$ cat src/rtl/alu_pkg.sv
// Shared definitions for the ALU datapath and its front-end sequencer.
package alu_pkg;

    localparam int unsigned NB_DATA_DEF   = 8;
    localparam int unsigned NB_OPCODE_DEF = 6;

    localparam logic [NB_OPCODE_DEF-1:0] OP_ADD = 6'h20;
    localparam logic [NB_OPCODE_DEF-1:0] OP_SUB = 6'h22;
    localparam logic [NB_OPCODE_DEF-1:0] OP_AND = 6'h24;
    localparam logic [NB_OPCODE_DEF-1:0] OP_OR  = 6'h25;
    localparam logic [NB_OPCODE_DEF-1:0] OP_XOR = 6'h26;
    localparam logic [NB_OPCODE_DEF-1:0] OP_SRA = 6'h03;
    localparam logic [NB_OPCODE_DEF-1:0] OP_SRL = 6'h02;
    localparam logic [NB_OPCODE_DEF-1:0] OP_NOR = 6'h27;

    typedef enum logic [2:0] {
        ST_LOAD_A   = 3'd0,
        ST_LOAD_B   = 3'd1,
        ST_LOAD_OPC = 3'd2,
        ST_EXEC     = 3'd3,
        ST_DONE     = 3'd4
    } state_t;

    function automatic logic is_valid_opcode(input logic [NB_OPCODE_DEF-1:0] i_opc);
        case (i_opc)
            OP_ADD, OP_SUB, OP_AND, OP_OR,
            OP_XOR, OP_SRA, OP_SRL, OP_NOR: is_valid_opcode = 1'b1;
            default:                        is_valid_opcode = 1'b0;
        endcase
    endfunction

endpackage

$ cat src/rtl/alu_seq_ctrl_btn_debounce.sv
// Button conditioning: 2-FF synchronizer, level debouncer and rising-edge pulse.
module btn_debounce #(
    parameter int unsigned DEBOUNCE_CYCLES = 1000000
) (
    input  logic i_clk,
    input  logic i_reset,
    input  logic i_btn,
    output logic o_pulse
);

    localparam int unsigned          NB_CNT   = $clog2(DEBOUNCE_CYCLES + 1);
    localparam logic [NB_CNT-1:0]    CNT_LAST = NB_CNT'(DEBOUNCE_CYCLES - 1);

    logic              r_sync_1;
    logic              r_sync_2;
    logic [NB_CNT-1:0] r_cnt;
    logic              r_level;
    logic              r_level_d;

    // Bring the asynchronous button into the clock domain.
    always_ff @(posedge i_clk) begin
        if (i_reset) begin
            r_sync_1 <= 1'b0;
            r_sync_2 <= 1'b0;
        end else begin
            r_sync_1 <= i_btn;
            r_sync_2 <= r_sync_1;
        end
    end

    // Accept a new level only after DEBOUNCE_CYCLES consecutive differing cycles.
    always_ff @(posedge i_clk) begin
        if (i_reset) begin
            r_cnt   <= '0;
            r_level <= 1'b0;
        end else if (r_sync_2 == r_level) begin
            r_cnt <= '0;
        end else if (r_cnt == CNT_LAST) begin
            r_cnt   <= '0;
            r_level <= r_sync_2;
        end else begin
            r_cnt <= r_cnt + 1'b1;
        end
    end

    // One-cycle registered pulse on each debounced rising edge.
    always_ff @(posedge i_clk) begin
        if (i_reset) begin
            r_level_d <= 1'b0;
            o_pulse   <= 1'b0;
        end else begin
            r_level_d <= r_level;
            o_pulse   <= r_level & ~r_level_d;
        end
    end

endmodule

$ cat src/rtl/alu_seq_ctrl.sv
// Basys3 ALU front-end: steps switches into operands/opcode, runs one
// execute cycle, then holds the ALU result for the LEDs.
module alu_seq_ctrl
    import alu_pkg::*;
#(
    parameter int unsigned NB_DATA         = NB_DATA_DEF,
    parameter int unsigned NB_OPCODE       = NB_OPCODE_DEF,
    parameter int unsigned DEBOUNCE_CYCLES = 1000000
) (
    input  logic                 i_clk,
    input  logic                 i_reset,
    input  logic [NB_DATA-1:0]   i_sw,
    input  logic                 i_btn_load,
    input  logic                 i_btn_clear,
    output logic [NB_DATA-1:0]   o_op_1,
    output logic [NB_DATA-1:0]   o_op_2,
    output logic [NB_OPCODE-1:0] o_opcode,
    input  logic [NB_DATA-1:0]   i_alu_result,
    input  logic                 i_alu_carry,
    output logic [NB_DATA-1:0]   o_result,
    output logic                 o_carry,
    output logic                 o_result_valid,
    output logic                 o_error,
    output logic [2:0]           o_state
);

    logic                 w_load_pulse;
    logic                 w_clear_pulse;
    logic                 w_opc_ok;
    state_t               r_state;
    logic [NB_DATA-1:0]   r_op_1;
    logic [NB_DATA-1:0]   r_op_2;
    logic [NB_OPCODE-1:0] r_opcode;
    logic [NB_DATA-1:0]   r_result;
    logic                 r_carry;
    logic                 r_valid;
    logic                 r_error;

    btn_debounce #(.DEBOUNCE_CYCLES(DEBOUNCE_CYCLES)) u_db_load (
        .i_clk   (i_clk),
        .i_reset (i_reset),
        .i_btn   (i_btn_load),
        .o_pulse (w_load_pulse)
    );

    btn_debounce #(.DEBOUNCE_CYCLES(DEBOUNCE_CYCLES)) u_db_clear (
        .i_clk   (i_clk),
        .i_reset (i_reset),
        .i_btn   (i_btn_clear),
        .o_pulse (w_clear_pulse)
    );

    assign w_opc_ok = is_valid_opcode(NB_OPCODE_DEF'(r_opcode));

    // Sequencer: clear beats load; EXEC is a single fixed cycle that captures the ALU.
    always_ff @(posedge i_clk) begin
        if (i_reset || w_clear_pulse) begin
            r_state  <= ST_LOAD_A;
            r_op_1   <= '0;
            r_op_2   <= '0;
            r_opcode <= '0;
            r_result <= '0;
            r_carry  <= 1'b0;
            r_valid  <= 1'b0;
            r_error  <= 1'b0;
        end else begin
            case (r_state)
                ST_LOAD_A: begin
                    if (w_load_pulse) begin
                        r_op_1  <= i_sw;
                        r_state <= ST_LOAD_B;
                    end
                end
                ST_LOAD_B: begin
                    if (w_load_pulse) begin
                        r_op_2  <= i_sw;
                        r_state <= ST_LOAD_OPC;
                    end
                end
                ST_LOAD_OPC: begin
                    if (w_load_pulse) begin
                        r_opcode <= i_sw[NB_OPCODE-1:0];
                        r_state  <= ST_EXEC;
                    end
                end
                ST_EXEC: begin
                    r_result <= i_alu_result;
                    r_carry  <= i_alu_carry;
                    r_error  <= ~w_opc_ok;
                    r_valid  <= 1'b1;
                    r_state  <= ST_DONE;
                end
                ST_DONE: begin
                    if (w_load_pulse) begin
                        r_op_1  <= i_sw;
                        r_valid <= 1'b0;
                        r_state <= ST_LOAD_B;
                    end
                end
                default: begin
                    r_valid <= 1'b0;
                    r_state <= ST_LOAD_A;
                end
            endcase
        end
    end

    assign o_op_1         = r_op_1;
    assign o_op_2         = r_op_2;
    assign o_opcode       = r_opcode;
    assign o_result       = r_result;
    assign o_carry        = r_carry;
    assign o_result_valid = r_valid;
    assign o_error        = r_error;
    assign o_state        = r_state;

endmodule

$ cat config.mk
export PLATFORM = sky130hd
export DESIGN_NAME = alu_seq_ctrl
export DESIGN_NICKNAME = d
export VERILOG_FILES = /design/src/rtl/alu_pkg.sv /design/src/rtl/alu_seq_ctrl_btn_debounce.sv /design/src/rtl/alu_seq_ctrl.sv
export SDC_FILE = /design/constraint.sdc
export NUM_CORES = 1
export LEC_CHECK = 0
export CAP_MARGIN = 20
export CORE_ASPECT_RATIO = 0.75
export CORE_MARGIN = 5
export CORE_UTILIZATION = 53
export DETAILED_ROUTE_END_ITERATION = 16
export PLACE_DENSITY = 0.79
export SYNTH_ARGS = -nofsm -noshare
export SYNTH_HDL_FRONTEND = slang
export SYNTH_HIERARCHICAL = 1
export SYNTH_SLANG_ARGS = --single-unit
$ cat constraint.sdc
create_clock -name i_clk -period 2 [get_ports i_clk]
set_clock_uncertainty 0.15 [all_clocks]
set_input_delay 0.6 -clock i_clk [delete_from_list [all_inputs] [get_ports i_clk]]
set_output_delay 0.6 -clock i_clk [all_outputs]
set_load 0.03 [all_outputs]
==> out/summary.txt, run 1 <==
Cell area after placement: 4350 sq um
Inserted Diodes: 0
Gpl congestion: 0.769
Wire length on met3: 264 microns
Worst hold endpoint: u_db_load/o_pulse$_SDFF_PP0_
Drt wl/cell: 13.8 microns
Pre-Repair DR Iteration Count: 4
Achievable Freq: 0.524 GHz
PwrDens: 650 nW/um^2
Synth top cell by count: dfxtp_1
Critical Path Fanout Max: 4
PortBufs: 56
Hold path cells: 1
Gate Area: 1810 sq um
Worst Max-Slew Pin Slew: 0.469 ns
RSZ-0062 raised after global routing: no
Seq/Total Area, Yosys: 47.0%
Met3 Usage GRT: 5.89%
Final Setup Violations: 0
Rows: 26
DR top layer: met4
Slowest Stage Delay on Critical Path: 0.42 ns
CP delay by family, top: buffers and inverters
Cells after synthesis: 376
Crit. Startpoint: o_opcode[5]$_SDFFE_PP0P_
First-pass GRT wire length: 12300 microns
Critical path data required time: 1.25 ns
Most frequent cells after synthesis: 86 x dfxtp_1, 72 x nor2_1, 30 x mux2i_1, 30 x nand2_1, 26 x xnor2_1
Mux frac, synth: 8.20%
Critical path buffers and inverters: 1
Crit share post-route: 95.4%
Leakage power: 1.67 nW
Reg2reg start: u_db_load/r_cnt[1]$_SDFF_PP0_
Hold_ws: 0.247 ns
Ys cells: 376
Max Cap Viol: 0
Clock slew at reported path FFs: 0.08 ns
Status: finished clean
R2R Setup Slk: 0.19 ns
Final cell count without fillers: 533
Stages on the worst setup path: 1
Synth-to-Final Area Change: 22.5%
Layout fillers: 570
Gr ovfl total: 0
I/O pins: 57
Routed wire length: 7360 microns
Min-delay src: u_db_load/r_level_d$_SDFF_PP0_
Post-synthesis cell type count: 40
## run 1: where the power goes
part / total, W / switching, W / internal, W
Clock: 0.00110 / 0.000638 / 0.000457
Sequential: 0.00172 / 0.00000398 / 0.00172
Combinational: 0.0000962 / 0.0000411 / 0.0000552
Total: 0.00291 / 0.000683 / 0.00223
## run 1: final cells by class
cell class,count,share of cell area [%]
clock buffers,10,2.85
clock inverters,6,1.06
inverters,11,0.921
multi-input cells,266,40.3
flip-flops and latches,86,38.4
well taps,84,2.34
repair buffers,70,14.1
## run 1: cells in the final DEF, fill, tap and decap left out, types with 12 or more instances in the layout
master | netlist | final
dfxtp_1 | 86 | 86
nor2_1 | 72 | 72
dlygate4sd2_1 | 0 | 35
nand2_1 | 30 | 30
mux2i_1 | 30 | 30
xnor2_1 | 26 | 26
clkdlybuf4s50_1 | 0 | 20
buf_4 | 4 | 14
a21oi_1 | 13 | 13
nor3_1 | 12 | 12
## run 1: cell families (layout without fill, tap and decap cells)
group / after synthesis / in the layout
simple gates: 180 / 180
flops: 86 / 86
xor+xnor: 32 / 32
mux: 30 / 30
buf+inv: 24 / 97
compound gates: 22 / 22
fa+ha+maj: 2 / 2
## run 1: metrics by stage
step	worst slack [ns]	TNS, ns	util, %
after floorplan	0.302	0	-
after global placement	-0.0428	-1.10	64.3
after detailed placement	-0.110	-2.97	64.3
after CTS	0.0667	0	66.3
after global routing	0.0231	0	66.3
final	0.0918	0	66.3
## run 1: sequential cells by signal, indices dropped and copies added, names as in the netlist, 3 cells and up
signal / flops
o_state: 3
o_op_2: 8
o_result: 8
o_opcode: 6
u_db_load/r_cnt: 20
u_db_clear/r_cnt: 20
o_op_1: 8
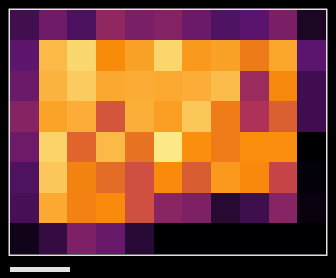
run_1/util_map.png
Bar = 20 microns. 11 x 8 tiles, from black (low) to pale yellow (high), 0 to 100% covered.
- fullest tile: 95%
- nearly empty tiles: 9.1%
- mean over tiles: 50%
- tiles over 75% full: 32%
- densest ninth of the die: center

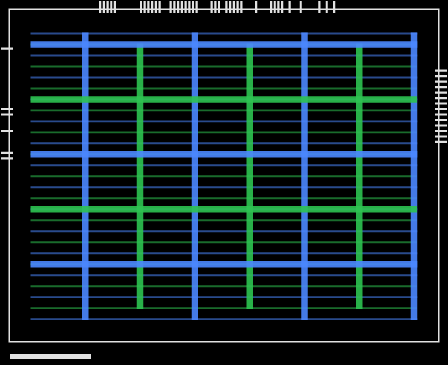
run_1/floorplan.png
Bar = 20 microns. Pins as bars on the die edge.
- green: VDD
- blue: VSS
- met4 straps: 7
- rows: 26
- met5 straps: 5
- met1 rails: 27

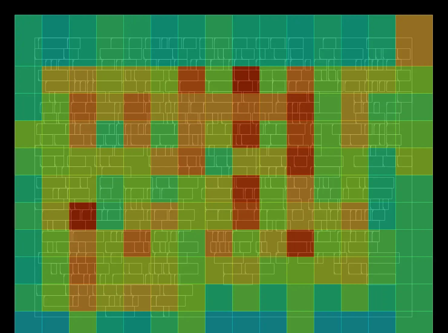
run_1/congestion_map.png
met1 Use GR: 21.7%
Final Util: 66.3%
GRT Total Usage: 17.5%
global routing usage on met2: 29.2%

==> run 1 -> run 2 <==
--- a/config.mk
+++ b/config.mk
@@ -5,6 +5,7 @@
 export SDC_FILE = /design/constraint.sdc
 export NUM_CORES = 1
 export LEC_CHECK = 0
+export ABC_CLOCK_PERIOD_IN_PS = 2000
 export CAP_MARGIN = 20
 export CORE_ASPECT_RATIO = 0.75
 export CORE_MARGIN = 5
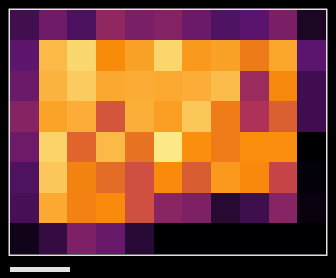
run_2/util_map.png
Bar = 20 microns. 11 x 8 tiles, from black (low) to pale yellow (high), 0 to 100% covered.
- mean over tiles: 50%
- tiles over 75% full: 32%
- emptiest ninth of the die: south-east

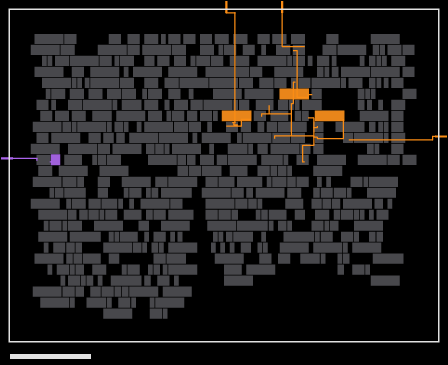
run_2/port_trees.png
Bar = 20 microns.
- orange: o_state (bits 3; direction output; edge 2 north, 1 east; end cells 3; buffers 3; wire 157 microns)
- purple: i_btn_clear (bits 1; direction input; edge west; end cells 1; buffers 1; wire 7.20 microns)
I/O pins: 57
PortBufs: 56

==> run 2 against run 1 <==
Synthesized cell count stayed put; combinational power hardly changed; utilization stayed put; clock power hardly changed; via count stayed put; register-to-register slack hardly changed; sequential power hardly changed; hold slack stayed put; count of clock-buffer cells in the layout stayed put; non-clock buffer count stayed put; maximum frequency stayed put; largest power group unchanged.
==> out/summary.txt, run 2 <==
Seq/Total Area, Yosys: 47.0%
Worst Max-Slew Pin Slew: 0.469 ns
Critical path data required time: 1.25 ns
Synth top cell by count: dfxtp_1
First-pass GRT wire length: 12300 microns
Rows: 26
Post-synthesis cell type count: 40
Status: finished clean
Gate Area: 1810 sq um
Crit. Startpoint: o_opcode[5]$_SDFFE_PP0P_
Min-delay src: u_db_load/r_level_d$_SDFF_PP0_
PwrDens: 650 nW/um^2
Final setup TNS: 0 ns
Global routing usage on met2: 29.2%
Most instantiated logic cells after routing: 86 x dfxtp_1, 72 x nor2_1, 35 x dlygate4sd2_1
Reg2reg start: u_db_load/r_cnt[1]$_SDFF_PP0_
Most frequent cells after synthesis: 86 x dfxtp_1, 72 x nor2_1, 30 x mux2i_1, 30 x nand2_1, 26 x xnor2_1
DR top layer: met4
Leakage power: 1.67 nW
RSZ-0062 raised after global routing: no
Biggest regs: u_db_clear/r_cnt x20, u_db_load/r_cnt x20
Ys cells: 376
Critical path buffers and inverters: 1
Crit share post-route: 95.4%
Slowest Stage Delay on Critical Path: 0.42 ns
Max Cap Viol: 0
==> run 2: what timing repair did <==
item | in CTS | in global routing
endpoints found under the setup margin | 35 | 0
setup buffers | 0 | 0
resized | 35 | 0
endpoints found under the hold margin | 0 | 0
==> run 2: final timing paths <==
path                                    end  slack (ns)  cells past startpoint
max                             o_opcode[5]        0.09                      1
min            u_db_load/o_pulse$_SDFF_PP0_        0.25                      1
max reg2reg  u_db_load/r_cnt[18]$_SDFF_PP0_        0.19                      5
min reg2reg    u_db_load/o_pulse$_SDFF_PP0_        0.25                      1
==> run 2: cell type report <==
type                            instances  area share, %
Clock inverter                          6           1.06
Inverter                               11          0.921
Timing Repair Buffer                   70           14.1
Clock buffer                           10           2.85
Sequential cell                        86           38.4
Multi-Input combinational cell        266           40.3
Tap cell                               84           2.34
==> run 2: where the power goes <==
| part | total, W | internal, W | switching [W] |
|---|---|---|---|
| clock network | 0.00110 | 0.000457 | 0.000638 |
| logic | 0.0000962 | 0.0000552 | 0.0000411 |
| registers | 0.00172 | 0.00172 | 0.00000398 |
| total | 0.00291 | 0.00223 | 0.000683 |
==> run 2: cells by family after synthesis <==
kind of cell               Yosys count
adders and majority gates            2
AOI/OAI and AO/OA                   22
xor gates and xnor gates            32
buffers and inverters               24
muxes                               30
and+or+nand+nor                    180
DFF                                 86
==> run 2: through the flow <==
stage	util [%]	instance area, sq um	instances	hold WS, ns	worst slack [ns]
3_5_place_dp	64.3	4350	517	0.231	-0.110
3_3_place_gp	64.3	4350	517	0.223	-0.0428
6_report	66.3	4480	533	0.247	0.0918
4_1_cts	66.3	4480	533	0.252	0.0667
5_1_grt	66.3	4480	533	0.255	0.0231
2_1_floorplan	-	3660	376	0.218	0.302
==> run 2 -> run 3 <==
--- a/config.mk
+++ b/config.mk
@@ -6,12 +6,12 @@
 export NUM_CORES = 1
 export LEC_CHECK = 0
 export ABC_CLOCK_PERIOD_IN_PS = 2000
-export CAP_MARGIN = 20
 export CORE_ASPECT_RATIO = 0.75
 export CORE_MARGIN = 5
 export CORE_UTILIZATION = 53
 export DETAILED_ROUTE_END_ITERATION = 16
 export PLACE_DENSITY = 0.79
+export SKIP_CTS_REPAIR_TIMING = 1
 export SYNTH_ARGS = -nofsm -noshare
 export SYNTH_HDL_FRONTEND = slang
 export SYNTH_HIERARCHICAL = 1
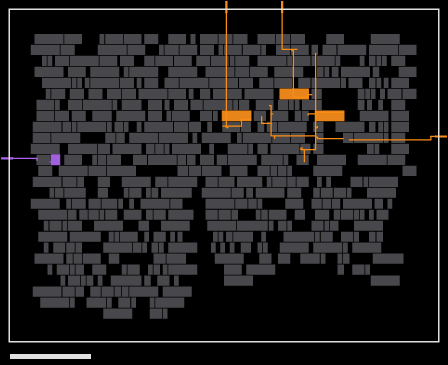
run_3/port_trees.png
Bar = 20 microns.
- orange: o_state (bits 3; direction output; edge 2 north, 1 east; end cells 3; buffers 3; wire 164 microns)
- purple: i_btn_clear (bits 1; direction input; edge west; end cells 1; buffers 1; wire 7.20 microns)

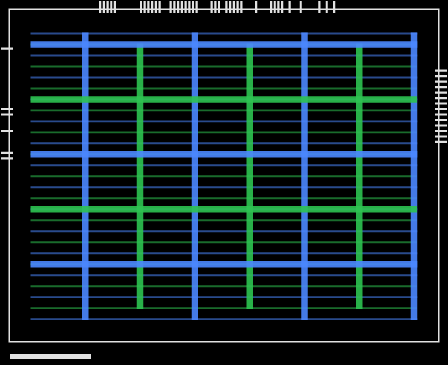
run_3/floorplan.png
Bar = 20 microns. Pins as bars on the die edge.
- green: VDD
- blue: VSS
- met1 rails: 27
- met5 straps: 5
- rows: 26
- signal pins: 57

==> run 3 against run 2 <==
Maximum frequency increased by 1.4%; wire length increased by 2.8%; synthesized area is the same; critical path depth did not move; worst setup slack improved by 0.026 ns; final cell count is the same; sequential share of layout area is 1.1 points lower; hold slack better by 0.0013 ns; utilization is 1.9 points higher; count of clock-buffer cells in the layout is the same; clock power is essentially flat; register-to-register slack about the same; critical path type unchanged; critical endpoint is now o_state[1]; largest cell class unchanged; largest power group unchanged.
==> out/summary.txt, run 3 <==
First-pass GRT wire length: 12200 microns
Achievable Freq: 0.531 GHz
PortBufs: 56
Critical Path Fanout Max: 11
Synth-to-Final Area Change: 26.0%
Inserted Diodes: 0
PwrDens: 630 nW/um^2
Hold path cells: 1
Crit. Startpoint: o_state[1]$_SDFFE_PP0P_
Status: finished clean
Reg2reg start: u_db_load/r_cnt[1]$_SDFF_PP0_
Routed wire length: 7560 microns
Leakage power: 2.15 nW
Max Cap Viol: 0
Ys cells: 376
Most frequent logic cell in the layout: dfxtp_1
Placed cell count: 517
Critical path buffers and inverters: 1
Most frequent cells after synthesis: 86 x dfxtp_1, 72 x nor2_1, 30 x mux2i_1, 30 x nand2_1, 26 x xnor2_1
Rows: 26
I/O pins: 57
Worst hold endpoint: u_db_load/o_pulse$_SDFF_PP0_
Crit share post-route: 94.1%
Biggest regs: u_db_clear/r_cnt x20, u_db_load/r_cnt x20
Seq/Total Area, Yosys: 47.0%
Critical path data required time: 1.25 ns
Worst R2R Path Depth: 5
Final Setup Violations: 0
Min-delay src: u_db_load/r_level_d$_SDFF_PP0_
Post-synthesis cell type count: 40
Slowest Stage Delay on Critical Path: 0.54 ns
Clock slew at reported path FFs: 0.09 ns
[run 3: kinds of logic after synthesis]
family	after synthesis	synth area share [%]
XOR/XNOR	32	7.66
adder cells (fa/ha/maj)	2	0.683
buffers and inverters	24	3.59
AND-OR/OR-AND	22	4.20
AND/OR/NAND/NOR	180	28.6
multiplexers	30	8.20
flip-flops	86	47.0
[run 3: layout make-up]
class	instances	area share [%]
clock inverters	6	1.03
multi-input cells	266	39.2
well taps	84	2.28
flip-flops and latches	86	37.3
repair buffers	70	16.5
clock buffers	10	2.77
inverters	11	0.895
[run 3: metrics by stage]
stage                     cell area, sq um  power (W)  setup slack, ns  util, %
after floorplan                       3660    0.00179            0.302        -
after global placement                4350    0.00186          -0.0428     64.3
after detailed placement              4350    0.00186           -0.110     64.3
after CTS                             4530    0.00294           -0.212     66.9
after global routing                  4610    0.00304           0.0426     68.2
final                                 4610    0.00291            0.118     68.2
[run 3: report_power, final]
group          switching (W)  internal, W
Sequential        0.00000420      0.00172
Combinational      0.0000419    0.0000562
Clock               0.000632     0.000457
Total               0.000678      0.00223
[run 3: metal layers]
layer / GRT usage [%] / vias to the layer above / part of all wire (%)
met5: 0 / - / 0
met4: 5.56 / 0 / 0.50
met2: 29.2 / 55 / 49
met3: 5.89 / 4 / 4.2
met1: 21.6 / 1359 / 47
li1: - / 1430 / -
Power is estimated from default activity; no workload was simulated.
